`config.mk`:
```
export PLATFORM = sky130hd
export DESIGN_NAME = serial_rx16
export DESIGN_NICKNAME = d
export VERILOG_FILES = /design/src/rtl/serial_rx16.sv
export SDC_FILE = /design/constraint.sdc
export NUM_CORES = 1
export LEC_CHECK = 0
export ABC_AREA = 1
export CORE_MARGIN = 10
export CORE_UTILIZATION = 45
export CTS_CLUSTER_DIAMETER = 50
export DETAILED_ROUTE_END_ITERATION = 6
export GPL_ROUTABILITY_DRIVEN = 0
export HOLD_SLACK_MARGIN = 0.06
export PLACE_DENSITY = 0.7
export SYNTH_ARGS = -nofsm -noshare
export SYNTH_HDL_FRONTEND = slang
export SYNTH_SLANG_ARGS = --single-unit
```
`constraint.sdc`:
```
create_clock -name clk -period 1.5 [get_ports clk]
set_input_delay 0.3 -clock clk [delete_from_list [all_inputs] [get_ports clk]]
set_output_delay 0.3 -clock clk [all_outputs]
set_load 0.005 [all_outputs]
```
`src/rtl/serial_rx16.sv`:
```
// Serial-in/parallel-out word receiver for the LSB-first load/shift link; data_valid/data_ack hold the word.
// Latency: start sampled at edge k, bit i sampled at edge k+1+i, word and data_valid registered at edge k+WIDTH.
// No backpressure on the link: a word completing while the previous one is unread overwrites it and sets overrun.
module serial_rx16 #(
  parameter int WIDTH = 16
) (
  input  logic             clk,
  input  logic             reset,
  input  logic             start,
  input  logic             serial_in,
  input  logic             data_ack,
  output logic [WIDTH-1:0] data_out,
  output logic             data_valid,
  output logic             busy,
  output logic             frame_error,
  output logic             overrun
);

  localparam int CW = $clog2(WIDTH);
  localparam logic [CW-1:0] LAST = CW'(WIDTH - 1);

  typedef enum logic {
    IDLE = 1'b0,
    RECV = 1'b1
  } state_t;

  state_t           state_q;
  logic [CW-1:0]    cnt_q;
  // Bit 0 of the shift register is never stored: on the final bit it is taken
  // straight from the shifted value, so only the upper WIDTH-1 bits are kept.
  logic [WIDTH-1:1] sreg_q;
  logic [WIDTH-1:0] data_q;
  logic             valid_q;
  logic             ferr_q;
  logic             ovr_q;

  logic [WIDTH-1:0] shifted_d;
  logic             done_d;
  logic             abort_d;

  // Shift-register next value and the frame events happening on this edge
  always_comb begin
    shifted_d = {serial_in, sreg_q[WIDTH-1:1]};
    done_d    = (state_q == RECV) && (cnt_q == LAST);
    abort_d   = (state_q == RECV) && (cnt_q != LAST) && start;
  end

  // Receive FSM, bit counter, word register and handshake/error flags
  always_ff @(posedge clk or posedge reset) begin
    if (reset) begin
      state_q <= IDLE;
      cnt_q   <= '0;
      sreg_q  <= '0;
      data_q  <= '0;
      valid_q <= 1'b0;
      ferr_q  <= 1'b0;
      ovr_q   <= 1'b0;
    end else begin
      ferr_q <= abort_d;

      case (state_q)
        IDLE: begin
          if (start) begin
            state_q <= RECV;
            cnt_q   <= '0;
          end
        end
        RECV: begin
          if (done_d) begin
            // A start on the last bit chains straight into the next frame.
            sreg_q  <= shifted_d[WIDTH-1:1];
            cnt_q   <= '0;
            state_q <= start ? RECV : IDLE;
          end else if (start) begin
            // Restart: the partial word is abandoned and this bit is dropped.
            cnt_q <= '0;
          end else begin
            sreg_q <= shifted_d[WIDTH-1:1];
            cnt_q  <= cnt_q + CW'(1);
          end
        end
        default: state_q <= IDLE;
      endcase

      // A completing word wins over a same-edge ack, which then just hands over
      // the new word without counting as an overrun.
      if (done_d) begin
        data_q  <= shifted_d;
        valid_q <= 1'b1;
        if (valid_q && !data_ack) begin
          ovr_q <= 1'b1;
        end
      end else if (data_ack) begin
        valid_q <= 1'b0;
        ovr_q   <= 1'b0;
      end
    end
  end

  assign data_out    = data_q;
  assign data_valid  = valid_q;
  assign busy        = (state_q == RECV);
  assign frame_error = ferr_q;
  assign overrun     = ovr_q;

endmodule

```
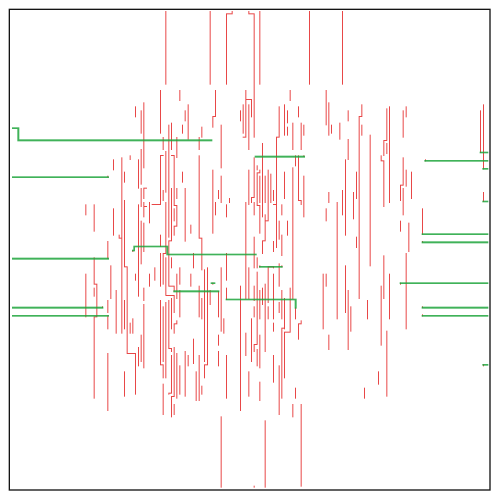
Figure 1: run 1, signal wires by layer.
Drawn at 6 px/µm. Only two layers are drawn.
red -> metal 2  # wire length 1500 µm
green -> metal 3  # wire length 224 µm

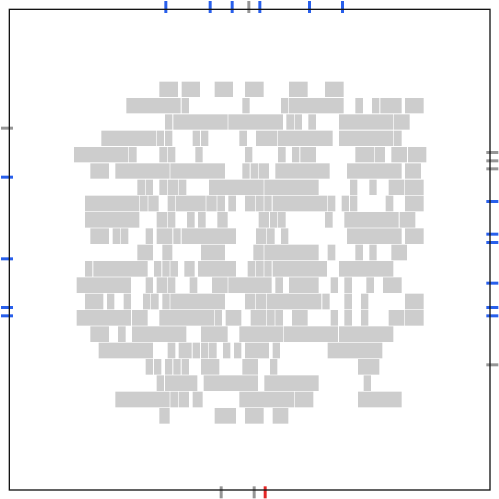
Figure 2: run 1, pin map.
Drawn at 6 px/µm. Pins as bars across the die edge, other pins in gray.
red -> busy  # pins 1, direction output, edge bottom
blue -> data_out  # pins 16, direction output, edge 6 right, 6 top, 4 left

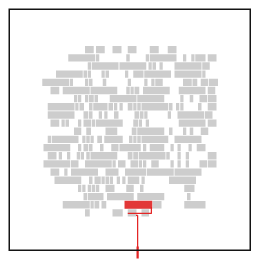
Figure 3: run 1, wires at chosen ports, followed through buffers.
Drawn at 3 px/µm.
red -> busy  # direction output, edge bottom, end cells 1, buffers 1, wire 21.4 µm

==> Slide: Implementation Results, run 1 <==
Synthesis and Place & Route Summary

Status
  – Status: finished clean

Global routing
  – GRT Total Usage: 0.111
  – First-pass GRT wire length: 5660 µm

Synth
  – Adder-Cell Fraction of Synth Area: 0.00776
  – XOR Share, Synth: 0.00543
  – Synthesis Warnings: 0
  – Floorplan net count: approximately 180
  – Mean post-synth cell area: 9.22 µm²
  – Synth unique cells: 19

Clocking
  – Clk sinks: 39
  – Post-CTS Repair Setup Buffers: 8
  – H-Tree Level Count: 2
  – # hold bufs at CTS: 0
  – CTS tree: done

Floorplanning
  – Tap Cells: 46
  – Die H: 79.9 µm
  – Die area: between 0.006 and 0.007 mm²
  – FP Core Util: 0.476
  – CORE AREA: 0.00339 mm²
  – Io pins: 25

Timing
  – Least-Margin Pin Slew: between 200 and 300 ps
  – Max Slew Vio Count: 0
  – Clock skew: 14.1 ps

Setup path
  – Crit path from: cnt_q[0]
  – Reg2reg start: cnt_q[0]
  – CP Data Required Time: ~1700 ps
  – Worst R2R Setup Slack: 140 ps
  – Crit Reg-Reg Endpoint: sreg_q[14]
  – Top Family by Delay on Critical Path: simple AND/OR/NAND/NOR gates
  – WS Path Type: flip-flop to flip-flop

Final layout
  – Finished Layout Cells: 258
  – Clock-cell share of area: 0.0358
  – Logic share of the area: 0.282

Placed design
  – Placed Cells: 241

Route
  – Iteration count of the initial detailed-routing pass: 4
  – DR DRC count: 0
[run 1: where the power goes]
group	switching (mW)	leakage [nW]	internal [mW]
clock	0.339	0.0375	0.274
combinational	0.0779	0.594	0.0570
sequential	0.0587	0.518	1.12
[run 1: synthesized netlist by cell type]
cell,count
nand3_4,1
a21oi_1,1
o21bai_1,1
nand4_1,1
nand2_1,92
xnor2_1,1
o21ai_0,2
nand2_4,2
buf_4,2
a21oi_2,1
ha_1,1
nor2_1,3
buf_6,3
nor2_4,1
inv_1,5
nand3_1,16
dfrtp_1,39
buf_2,2
nand4_2,1
[run 1: cells in the final DEF (no fill, tap or decap)]
cell             netlist  final
dlygate4sd2_1          0     20
clkbuf_4               0      5
nor2_1                 3      3
buf_4                  2     10
nand4_2                1      1
ha_2                   0      1
nand2_8                0      1
inv_1                  5      5
a21oi_2                1      1
o21ai_0                2      2
nand3_1               16     16
nand3_4                1      1
nand2_1               92     92
clkinvlp_4             0      1
nand4_1                1      1
clkdlybuf4s50_1        0      4
nand2_4                2      1
dfrtp_1               39     39
xnor2_1                1      1
nor2_4                 1      1
clkbuf_8               0      2
a21oi_1                1      1
o21bai_1               1      1
buf_12                 0      2
[run 1: per-stage QoR]
stage | total power [mW] | cell area (µm²) | hold slack, ps | worst slack [ps]
global placement | 1.32 | 1890 | 460 | 116
CTS | 1.94 | 1990 | 303 | 54.7
global route | 2.02 | 2030 | 288 | 33.9
finish | 1.93 | 2030 | 291 | 141
floorplan | 1.28 | 1610 | 410 | 234
detailed placement | 1.33 | 1890 | 466 | 55.1
[run 1: cell families after synthesis]
group / count (synthesis)
buffers and inverters: 12
AOI/OAI and AO/OA: 5
adders and majority gates: 1
xor gates and xnor gates: 1
DFF: 39
and+or+nand+nor: 117
Figure 4. Placed standard cells (run 1).
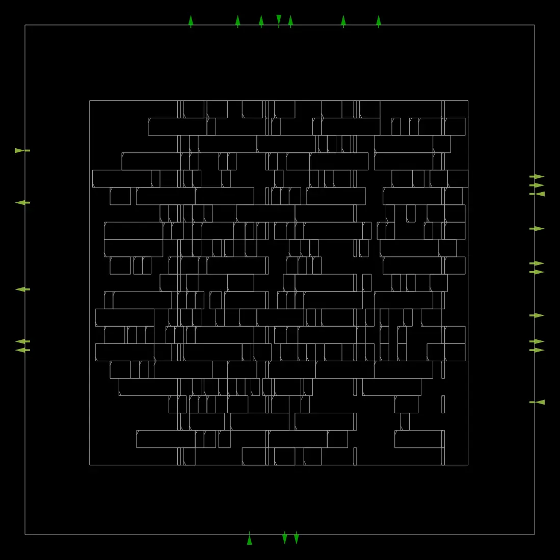

==> run 2: changes to the inputs <==
- CTS_BUF_LIST: default -> sky130_fd_sc_hd__clkbuf_2 sky130_fd_sc_hd__clkbuf_4 sky130_fd_sc_hd__clkbuf_8
- clock period: 1.5 -> 1.71 ns (I/O delays scaled with it)
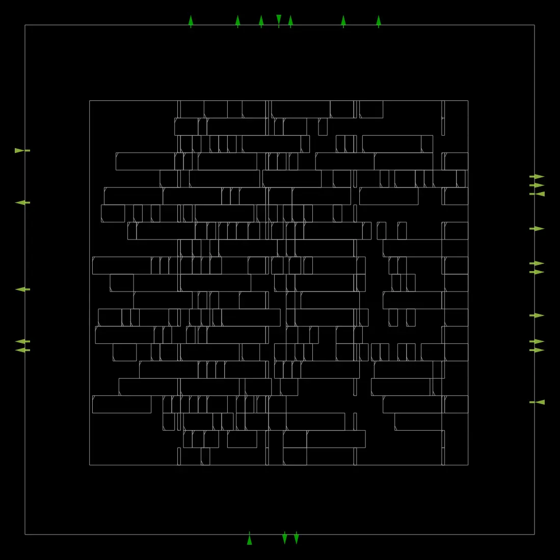
Figure 5: run 2, placed standard cells.
Seq cells: 39
Core Util, Final: 0.590
Filler cells: 282
floorplan row count: 21
Finished Layout Cells: 250

==> run 2 against run 1 <==
Count of clock-buffer cells in the layout shrank 1. Global-route usage shrank 0.49 points. Non-clock buffer count shrank 8. Combinational power shrank 15%. Final cell count shrank 3.1%. Clock skew shrank 0.54 ps. Synthesized cell count is the same. Critical endpoint is now busy. Largest power group unchanged. Power shrank 0.54%. Routed wire length shrank 0.95%.
==> Slide: Implementation Results, run 2 <==
Synthesis and Place & Route Summary

Floorplanning
  – Io pins: 25
  – CORE AREA: 0.00339 mm²
  – Die H: 79.9 µm
  – Die area: 0.00638 mm²
  – FP Core Util: 0.476

Timing
  – Tmin final: 1590 ps
  – Setup ws final: 116 ps
  – Hold WS: 334 ps
  – Hold Vio Cnt, Final: 0
  – Max Clk Rate: 627 MHz
  – Max Slew Vio Count: 0
  – Clock skew: ~14 ps
  – Least-Margin Pin Slew: about 390 ps
  – Cycle use final: 0.932

Setup path
  – CP Data Required Time: ~1400 ps
  – CP cell instances: clkdlybuf4s50_1
  – Top Family by Delay on Critical Path: buffers and inverters
  – WS Path Type: flip-flop to primary output
  – CP Launch Type: flip-flop
  – Worst Path Buf+Inv: 1
  – CP Capture Type: primary output

Synth
  – Top_reg_cell synth: dfrtp_1
  – Seq share, synth: 0.605
  – Synthesis Warnings: 0
  – Synth top cell by count: nand2_1
  – Async SR Flop Fraction: 1.00
  – #FFs+latches synth: 39
  – Yosys synthesis chip area: 0.00161 mm²
  – Mean post-synth cell area: 9.22 µm²
  – Flip-flops with a built-in enable: 0
  – Top cells by count: 92 x nand2_1, 39 x dfrtp_1, 16 x nand3_1
  – Floorplan net count: 181
  – Synth unique cells: 19
  – Synthesized area: 0.00161 mm²

Placed design
  – Area after DPL: 0.00189 mm²
  – Placed Cells: 241
  – Dpl ws: between 200 and 250 ps
  – Port Buffer Count: 24

Power
  – Combinational share of power: 0.060
  – Share of total power in sequential cells: 0.539
  – Total power: 1.92 mW
  – Net switching power: 0.413 mW
  – Int Power: around 1.5 mW
  – Switching Share: 0.216
  – Clock share of power: 0.401
  – Lkg Pwr: 1.04 nW

Final layout
  – Diodes inserted: 0
  – Comb. cell area: 559 µm²
  – Nets: 209
  – Fin area: 0.00200 mm²
  – Largest register FFs: 16
  – Dominant logic cell types in the final layout: 92 x nand2_1, 39 x dfrtp_1, 24 x clkdlybuf4s50_1
  – Top cell excl fill/tap: nand2_1

Route
  – Initial DRC Count: 85
  – Iteration count of the initial detailed-routing pass: 4
  – DRT Wirelength: 3120 µm
  – DR DRC count: 0
  – Antenna-violating nets left: 0

Global routing
  – GRT Total Usage: 0.106
  – Initial antenna violation count: 0
  – First-pass GRT wire length: approximately 5300 µm

Clocking
  – Worst-path clk slew: between 100 and 150 ps
  – H-Tree Level Count: 2
  – Clock root cell: clkbuf_4
  – CTS tree: done
  – # hold bufs at CTS: 0
  – Clk sinks: 39

Status
  – Status: finished clean
[run 2: cell counts after synthesis]
Identical to the previous run, type by type.
[run 2: power groups by stage]
stage	Combinational, mW	Clock [mW]	Sequential (mW)
after CTS	0.119	0.783	1.03
after global placement	0.113	0	1.05
after detailed placement	0.118	0	1.05
after global routing	0.136	0.823	1.04
final	0.115	0.768	1.03
after floorplan	0.0892	0	1.03
[run 2: timing repair]
item                                    CTS  global route
endpoints found under the setup margin    0             1
resized                                   0             0
buffers inserted                          0             1
[run 2: final cells by class]
cell class                 instances  share of cell area
clock buffer                       6              0.0225
timing repair buffer              28               0.141
clock inverter                     2              0.0300
inverter                           5             0.00939
sequential                        39               0.488
tap                               46              0.0288
multi-input combinational        124               0.280
[run 2: worst register-to-register path: stages, from the launching register on]
cell,delay [ps]
dfrtp_1,420
ha_1,290
nand3_4,130
nand2_4,190
nand2_4,150
nand2_1,90
nand2_1,50
[run 2: cell families (layout without fill, tap and decap cells)]
kind of cell               after synthesis  after routing  synth area share
AOI/OAI and AO/OA                        5              5            0.0194
buffers and inverters                   12             41            0.0481
DFF                                     39             39             0.605
adders and majority gates                1              1           0.00776
and+or+nand+nor                        117            117             0.314
xor gates and xnor gates                 1              1           0.00543
[run 2: metal layers]
metal	routed length, µm	track usage	up-vias
met1	1280	0.118	574
met5	0	0	-
met2	1510	0.170	34
met4	61	0.0528	0
met3	263	0.0439	8
li1	-	-	603
[run 2: worst paths after layout]
check                               to  slack, ps  cells after the start   startpoint
min in group clk           data_out[4]        490                      2  data_out[4]
min                        data_out[4]        330                      3        reset
max                               busy        120                      1         busy
min reg2reg                data_out[4]        490                      2  data_out[4]
max reg2reg                 sreg_q[14]        280                      6     cnt_q[0]
max in group asynchronous    sreg_q[8]       1170                      3        reset
No activity file was given, so power comes from the tool's default toggle rates.
